**src/rtl/imem_loader.sv**
```systemverilog
// Byte-stream program loader: assembles MSB-first bytes into instruction words
// and writes them to the instruction memory from address 0, holding the core until done.
module imem_loader #(
  parameter int SIZE          = 32,
  parameter int INSTR_SIZE    = 32,
  parameter int ADDRESS_WIDTH = 6
) (
  input  logic                     clk,
  input  logic                     rst,
  input  logic                     start,
  input  logic                     in_valid,
  input  logic [7:0]               in_data,
  output logic                     in_ready,
  output logic                     mem_we,
  output logic [ADDRESS_WIDTH:0]   mem_addr,
  output logic [INSTR_SIZE-1:0]    mem_wdata,
  output logic [ADDRESS_WIDTH:0]   words_loaded,
  output logic                     busy,
  output logic                     done,
  output logic                     error,
  output logic                     cpu_hold
);

  // state   | meaning
  // S_IDLE  | waiting for start after reset
  // S_LEN   | waiting for the length byte N
  // S_DATA  | collecting bytes of the current word
  // S_WRITE | one-cycle memory write of the assembled word
  // S_DONE  | image loaded, core released
  // S_ERR   | bad length header, core held

  localparam int BPW = INSTR_SIZE / 8;
  localparam int BCW = (BPW > 1) ? $clog2(BPW) : 1;
  localparam logic [7:0]     SIZE_B    = 8'(SIZE);
  localparam logic [BCW-1:0] LAST_BYTE = BCW'(BPW - 1);

  typedef enum logic [2:0] {
    S_IDLE, S_LEN, S_DATA, S_WRITE, S_DONE, S_ERR
  } state_t;

  state_t                  state, state_n;
  logic [7:0]              len_q;
  logic [BCW-1:0]          byte_cnt;
  logic [INSTR_SIZE-1:0]   asm_q;
  logic [INSTR_SIZE-1:0]   asm_shift;
  logic [8:0]              wl_next;
  logic                    xfer;

  assign xfer      = in_valid & in_ready;
  assign asm_shift = (asm_q << 8) | INSTR_SIZE'(in_data);
  assign wl_next   = 9'(words_loaded) + 9'd1;

  always_comb begin
    state_n = state;
    case (state)
      S_IDLE, S_DONE, S_ERR: if (start) state_n = S_LEN;
      S_LEN: if (xfer) state_n = (in_data == 8'd0 || in_data > SIZE_B) ? S_ERR : S_DATA;
      S_DATA: if (xfer && byte_cnt == LAST_BYTE) state_n = S_WRITE;
      S_WRITE: state_n = (wl_next == {1'b0, len_q}) ? S_DONE : S_DATA;
      default: state_n = S_IDLE;
    endcase
  end

  // Outputs are registered from the next state so they line up with the state register.
  always_ff @(posedge clk) begin
    if (rst) begin
      state        <= S_IDLE;
      in_ready     <= 1'b0;
      mem_we       <= 1'b0;
      mem_addr     <= '0;
      mem_wdata    <= '0;
      words_loaded <= '0;
      busy         <= 1'b0;
      done         <= 1'b0;
      error        <= 1'b0;
      cpu_hold     <= 1'b1;
      len_q        <= '0;
      byte_cnt     <= '0;
      asm_q        <= '0;
    end else begin
      state    <= state_n;
      in_ready <= (state_n == S_LEN) || (state_n == S_DATA);
      busy     <= (state_n == S_LEN) || (state_n == S_DATA) || (state_n == S_WRITE);
      done     <= (state_n == S_DONE);
      error    <= (state_n == S_ERR);
      cpu_hold <= (state_n != S_DONE);
      mem_we   <= (state_n == S_WRITE);

      if (state_n == S_LEN && state != S_LEN) begin
        words_loaded <= '0;
        byte_cnt     <= '0;
        asm_q        <= '0;
      end
      if (state == S_LEN && xfer) len_q <= in_data;
      if (state == S_DATA && xfer) begin
        asm_q    <= asm_shift;
        byte_cnt <= (byte_cnt == LAST_BYTE) ? '0 : byte_cnt + BCW'(1);
      end
      if (state == S_DATA && state_n == S_WRITE) begin
        mem_addr  <= words_loaded;
        mem_wdata <= asm_shift;
      end
      if (state == S_WRITE) words_loaded <= words_loaded + 1'b1;
    end
  end

endmodule

```
**config.mk**
```make
export PLATFORM = sky130hd
export DESIGN_NAME = imem_loader
export DESIGN_NICKNAME = d
export VERILOG_FILES = /design/src/rtl/imem_loader.sv
export SDC_FILE = /design/constraint.sdc
export NUM_CORES = 1
export LEC_CHECK = 0
export CORE_ASPECT_RATIO = 1.75
export CORE_MARGIN = 8
export CORE_UTILIZATION = 50
export DETAILED_ROUTE_END_ITERATION = 10
export GPL_TIMING_DRIVEN = 0
export HOLD_SLACK_MARGIN = 0.06
export PLACE_DENSITY_LB_ADDON = 0.2
export SLEW_MARGIN = 25
export SYNTH_ARGS = -nofsm -noshare
export SYNTH_HDL_FRONTEND = slang
export SYNTH_SLANG_ARGS = --single-unit
export TNS_END_PERCENT = 10
```
**constraint.sdc**
```tcl
create_clock -name clk -period 4.1 [get_ports clk]
set_input_delay 0.82 -clock clk [delete_from_list [all_inputs] [get_ports clk]]
set_output_delay 0.82 -clock clk [all_outputs]
set_load 0.01 [all_outputs]
```
Figure 1. Placed standard cells (run 1).
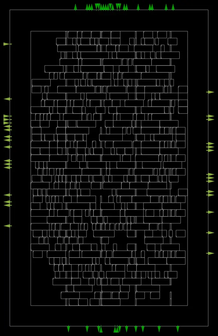
Taps Inserted: 84
core footprint: 6760 µm²
Seq/total area: 0.398
Post-Layout Cell Count: 543

Figure 2. Metal 1 (run 1).
Scale bar: 20 µm.
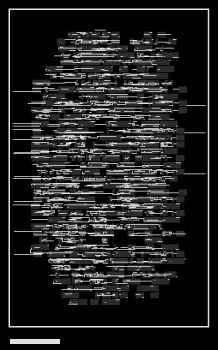
- nets with wire on the layer: 430
- main direction: horizontal
- wire length on this layer: 3,380 µm
- longest straight run: 23.5 µm
M1 GR Usage: 0.183
DRT Wirelength: 9090 µm

==> results.sh, run 1 <==
# yosys + openroad results
export IMPL_outcome="completed"
export IMPL_fin_util=0.663
export IMPL_layout_cells_most_common="nand2_1"
export IMPL_hold_viol_final=0
export IMPL_cts_htree_levels=3
export IMPL_drcViolationCount=0
export IMPL_grt_first_pass_wirelength_um=14500
export IMPL_hp_class="flip-flop to flip-flop"
export IMPL_drive_gt1_frac=0.0632
export IMPL_comb_area_um2=1530
export IMPL_post_cts_buffers=0
export IMPL_top_cell_area_share=0.521
export IMPL_tritoncts="built"
export IMPL_setup_viol=0
export IMPL_min_period_ns=2.80
export IMPL_comb_cells=266
export IMPL_pwr_share_comb=0.039
export IMPL_skew_ns=0.00670
export IMPL_floorplanUtilization=0.506
export IMPL_wl_met2_um=4960
export IMPL_path_cells="clkdlybuf4s50_1 -> or4_4 -> o21a_1 -> nor4_4 -> o32a_4 -> nor3_2 -> o211a_1"
export IMPL_yosysTopAreaCell="dfxtp_1"
export IMPL_setup_ws_ns=1.30
export IMPL_clk_latency_ns=0.34
export IMPL_ys_flop_type="dfxtp_1"
Figure 3. M3 wires (run 1).
Scale bar: 20 µm.
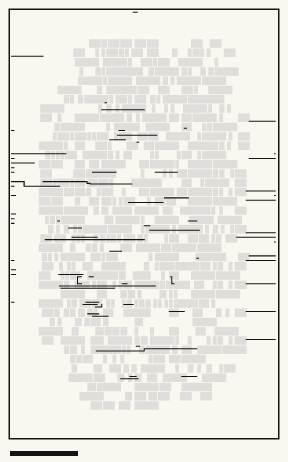
- wire length on this layer: 433 µm
- main direction: horizontal
- share of all routed wire: 4.8%
- longest straight run: 29.0 µm
vias: 2,974
routing usage on met3: 0.0352

==> run 1: worst paths after layout <==
path,start,endpoint,depth (start not counted)
worst max register to register,words_loaded[3]$_SDFFE_PP0P_,done$_SDFF_PP0_,6
worst max-delay path,in_data[2],done$_SDFF_PP0_,7
worst min register to register,mem_wdata[27]$_SDFFE_PP0P_,mem_wdata[27]$_SDFFE_PP0P_,2
worst min-delay path,mem_wdata[27]$_SDFFE_PP0P_,mem_wdata[27]$_SDFFE_PP0P_,2
==> run 1: worst reg2reg max path, stage by stage (launching register included) <==
cell and delay, ns:
dfxtp_1 0.51, and4_1 0.35, a21boi_1 0.11, o211a_1 0.23, o311ai_1 0.49, nor2_1 0.22
o211a_1 0.27
## Run 2: what changed since run 1
Clock period 4.1 ns to 2.6 ns, I/O delays scaled along.
==> run 2 against run 1 <==
Against the previous run:
- count of clock-buffer cells in the layout is the same
- setup slack worse by 1.2 ns
- design area unchanged
- critical path type unchanged
- critical endpoint unchanged
==> results.sh, run 2 <==
# yosys + openroad results
export IMPL_outcome="completed"
export IMPL_tritoncts="built"
export IMPL_clk_latency_ns=0.34
export IMPL_comb_area_um2=1530
export IMPL_min_period_ns=2.50
export IMPL_drt_iter0_markers=196
export IMPL_drive_gt1_frac=0.0632
export IMPL_min_from="mem_wdata[27]$_SDFFE_PP0P_"
export IMPL_layout_cells_most_common="nand2_1"
export IMPL_cp_endpoint="done$_SDFF_PP0_"
export IMPL_postSynthSeqShare=0.521
export IMPL_cts_htree_levels=3
export IMPL_path_cells="clkdlybuf4s50_1 -> or4_4 -> o21a_1 -> nor4_4 -> o32a_4 -> nor3_2 -> o211a_1"
export IMPL_hold_path_end="mem_wdata[27]$_SDFFE_PP0P_"
export IMPL_r2r_start="words_loaded[3]$_SDFFE_PP0P_"
export IMPL_grt_first_pass_wirelength_um=14500
export IMPL_startpoint="in_data[2]"
export IMPL_n_all_inverters=2
export IMPL_sh_seq_area=0.398
export IMPL_hp_class="flip-flop to flip-flop"
export IMPL_floorplanUtilization=0.506
export IMPL_hold_viol_final=0
export IMPL_comb_cells=266
export IMPL_reg2reg_depth=6
export IMPL_post_cts_buffers=0
export IMPL_min_path_cells=2
export IMPL_power_density_nw_per_um2=652
export IMPL_skew_ns=0.00670
export IMPL_pwr_share_comb=0.039
export IMPL_r2r_end="done$_SDFF_PP0_"
export IMPL_gp_congestion=0.878
export IMPL_synth_area_mux_share=0.0234
export IMPL_drt_total_wl_um=9090
export IMPL_worst_path_stages=7
export IMPL_core_area_um2=6760
export IMPL_yosysTopAreaCell="dfxtp_1"
export IMPL_ys_flop_type="dfxtp_1"
export IMPL_synthTopCellsByArea="dfxtp_1 52%, nand2_1 9.9%, a21oi_1 7.2%"
export IMPL_top_cell_area_share=0.521
export IMPL_num_vias=2974
export IMPL_maxCapViolCount=0
## run 2: cell counts after synthesis
No cell type changed its count.
## run 2: layer usage
layer	wire [µm]	track usage	share of wire	vias up
met5	0	0	0	-
li1	-	-	-	1466
met1	3380	0.183	0.37	1389
met3	432	0.0352	0.048	22
met2	4960	0.340	0.55	97
met4	311	0.120	0.034	0
## run 2: through the flow
stage / setup slack (ns) / std cells / setup TNS (ns) / utilization / power, mW
after floorplan: 0.504 / 381 / 0 / - / 1.47
after global placement: -0.187 / 527 / -1.07 / 0.614 / 1.52
after detailed placement: -0.223 / 527 / -1.84 / 0.614 / 1.52
after CTS: 0.126 / 543 / 0 / 0.663 / 2.94
after global routing: 0.0444 / 543 / 0 / 0.663 / 3.00
final: 0.102 / 543 / 0 / 0.663 / 2.92
Figure 4. Metal 2 (run 2).
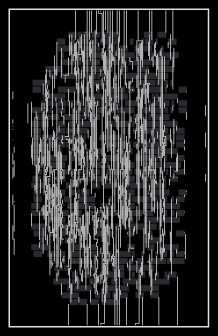
- share of all routed wire: 55%
- wire length on this layer: 4,960 µm
- nets with wire on the layer: 405
grt met2 use: 0.340

## Run 3: what changed since run 2
Settings changed: SLEW_MARGIN 25 to 30.
==> run 3 against run 2 <==
Against the previous run:
- sequential power barely moved
- sequential share of layout area stayed put
- count of clock-buffer cells in the layout unchanged
- sequential cell count did not move
- synthesized cell count unchanged
==> results.sh, run 3 <==
# yosys + openroad results
export IMPL_outcome="completed"
export IMPL_gp_congestion=0.878
export IMPL_pwr_share_comb=0.039
export IMPL_min_period_ns=2.50
export IMPL_hold_viol_final=0
export IMPL_routedLengthMet1_um=3380
export IMPL_wl_met2_um=4960
export IMPL_drt_total_wl_um=9090
export IMPL_path_cells="clkdlybuf4s50_1 -> or4_4 -> o21a_1 -> nor4_4 -> o32a_4 -> nor3_2 -> o211a_1"
export IMPL_synthTopCellsByArea="dfxtp_1 52%, nand2_1 9.9%, a21oi_1 7.2%"
export IMPL_maxCapViolCount=0
export IMPL_grt_first_pass_wirelength_um=14500
export IMPL_top_layer_used="met4"
export IMPL_use_met2=0.340
export IMPL_yosysTopAreaCell="dfxtp_1"
export IMPL_post_cts_buffers=0
export IMPL_drt_iter0_markers=196
export IMPL_setup_ws_ns=0.102
export IMPL_tns_ns=0
export IMPL_tap_cells=84
export IMPL_synth_area_mux_share=0.0234
export IMPL_final_cells=543
export IMPL_wl_met3_um=432
export IMPL_floorplanUtilization=0.506
## run 3: cell counts in the layout (fill, tap and decap cells not counted)
No cell type changed its count.
## run 3: worst paths after layout
path / from / to / slack, ns / cells after the start
setup reg to reg: words_loaded[3]$_SDFFE_PP0P_ / done$_SDFF_PP0_ / 0.31 / 6
setup / recovery: in_data[2] / done$_SDFF_PP0_ / 0.10 / 7
hold reg to reg: mem_wdata[27]$_SDFFE_PP0P_ / mem_wdata[27]$_SDFFE_PP0P_ / 0.45 / 2
hold / removal: mem_wdata[27]$_SDFFE_PP0P_ / mem_wdata[27]$_SDFFE_PP0P_ / 0.45 / 2
## run 3: worst max-delay path: cells and delay by family
family / cells / cell delay (ns)
and+or+nand+nor: 3 / 0.99
AOI/OAI and AO/OA: 3 / 0.69
buffers and inverters: 1 / 0.53
Figure 5. Metal 1 (run 3).
Scale bar: 20 µm.
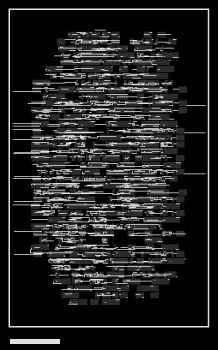
- nets with wire on the layer: 430
- longest straight run: 23.5 µm
- share of all routed wire: 37%
- wire length on this layer: 3,380 µm

Power and IR drop assume default switching activity.
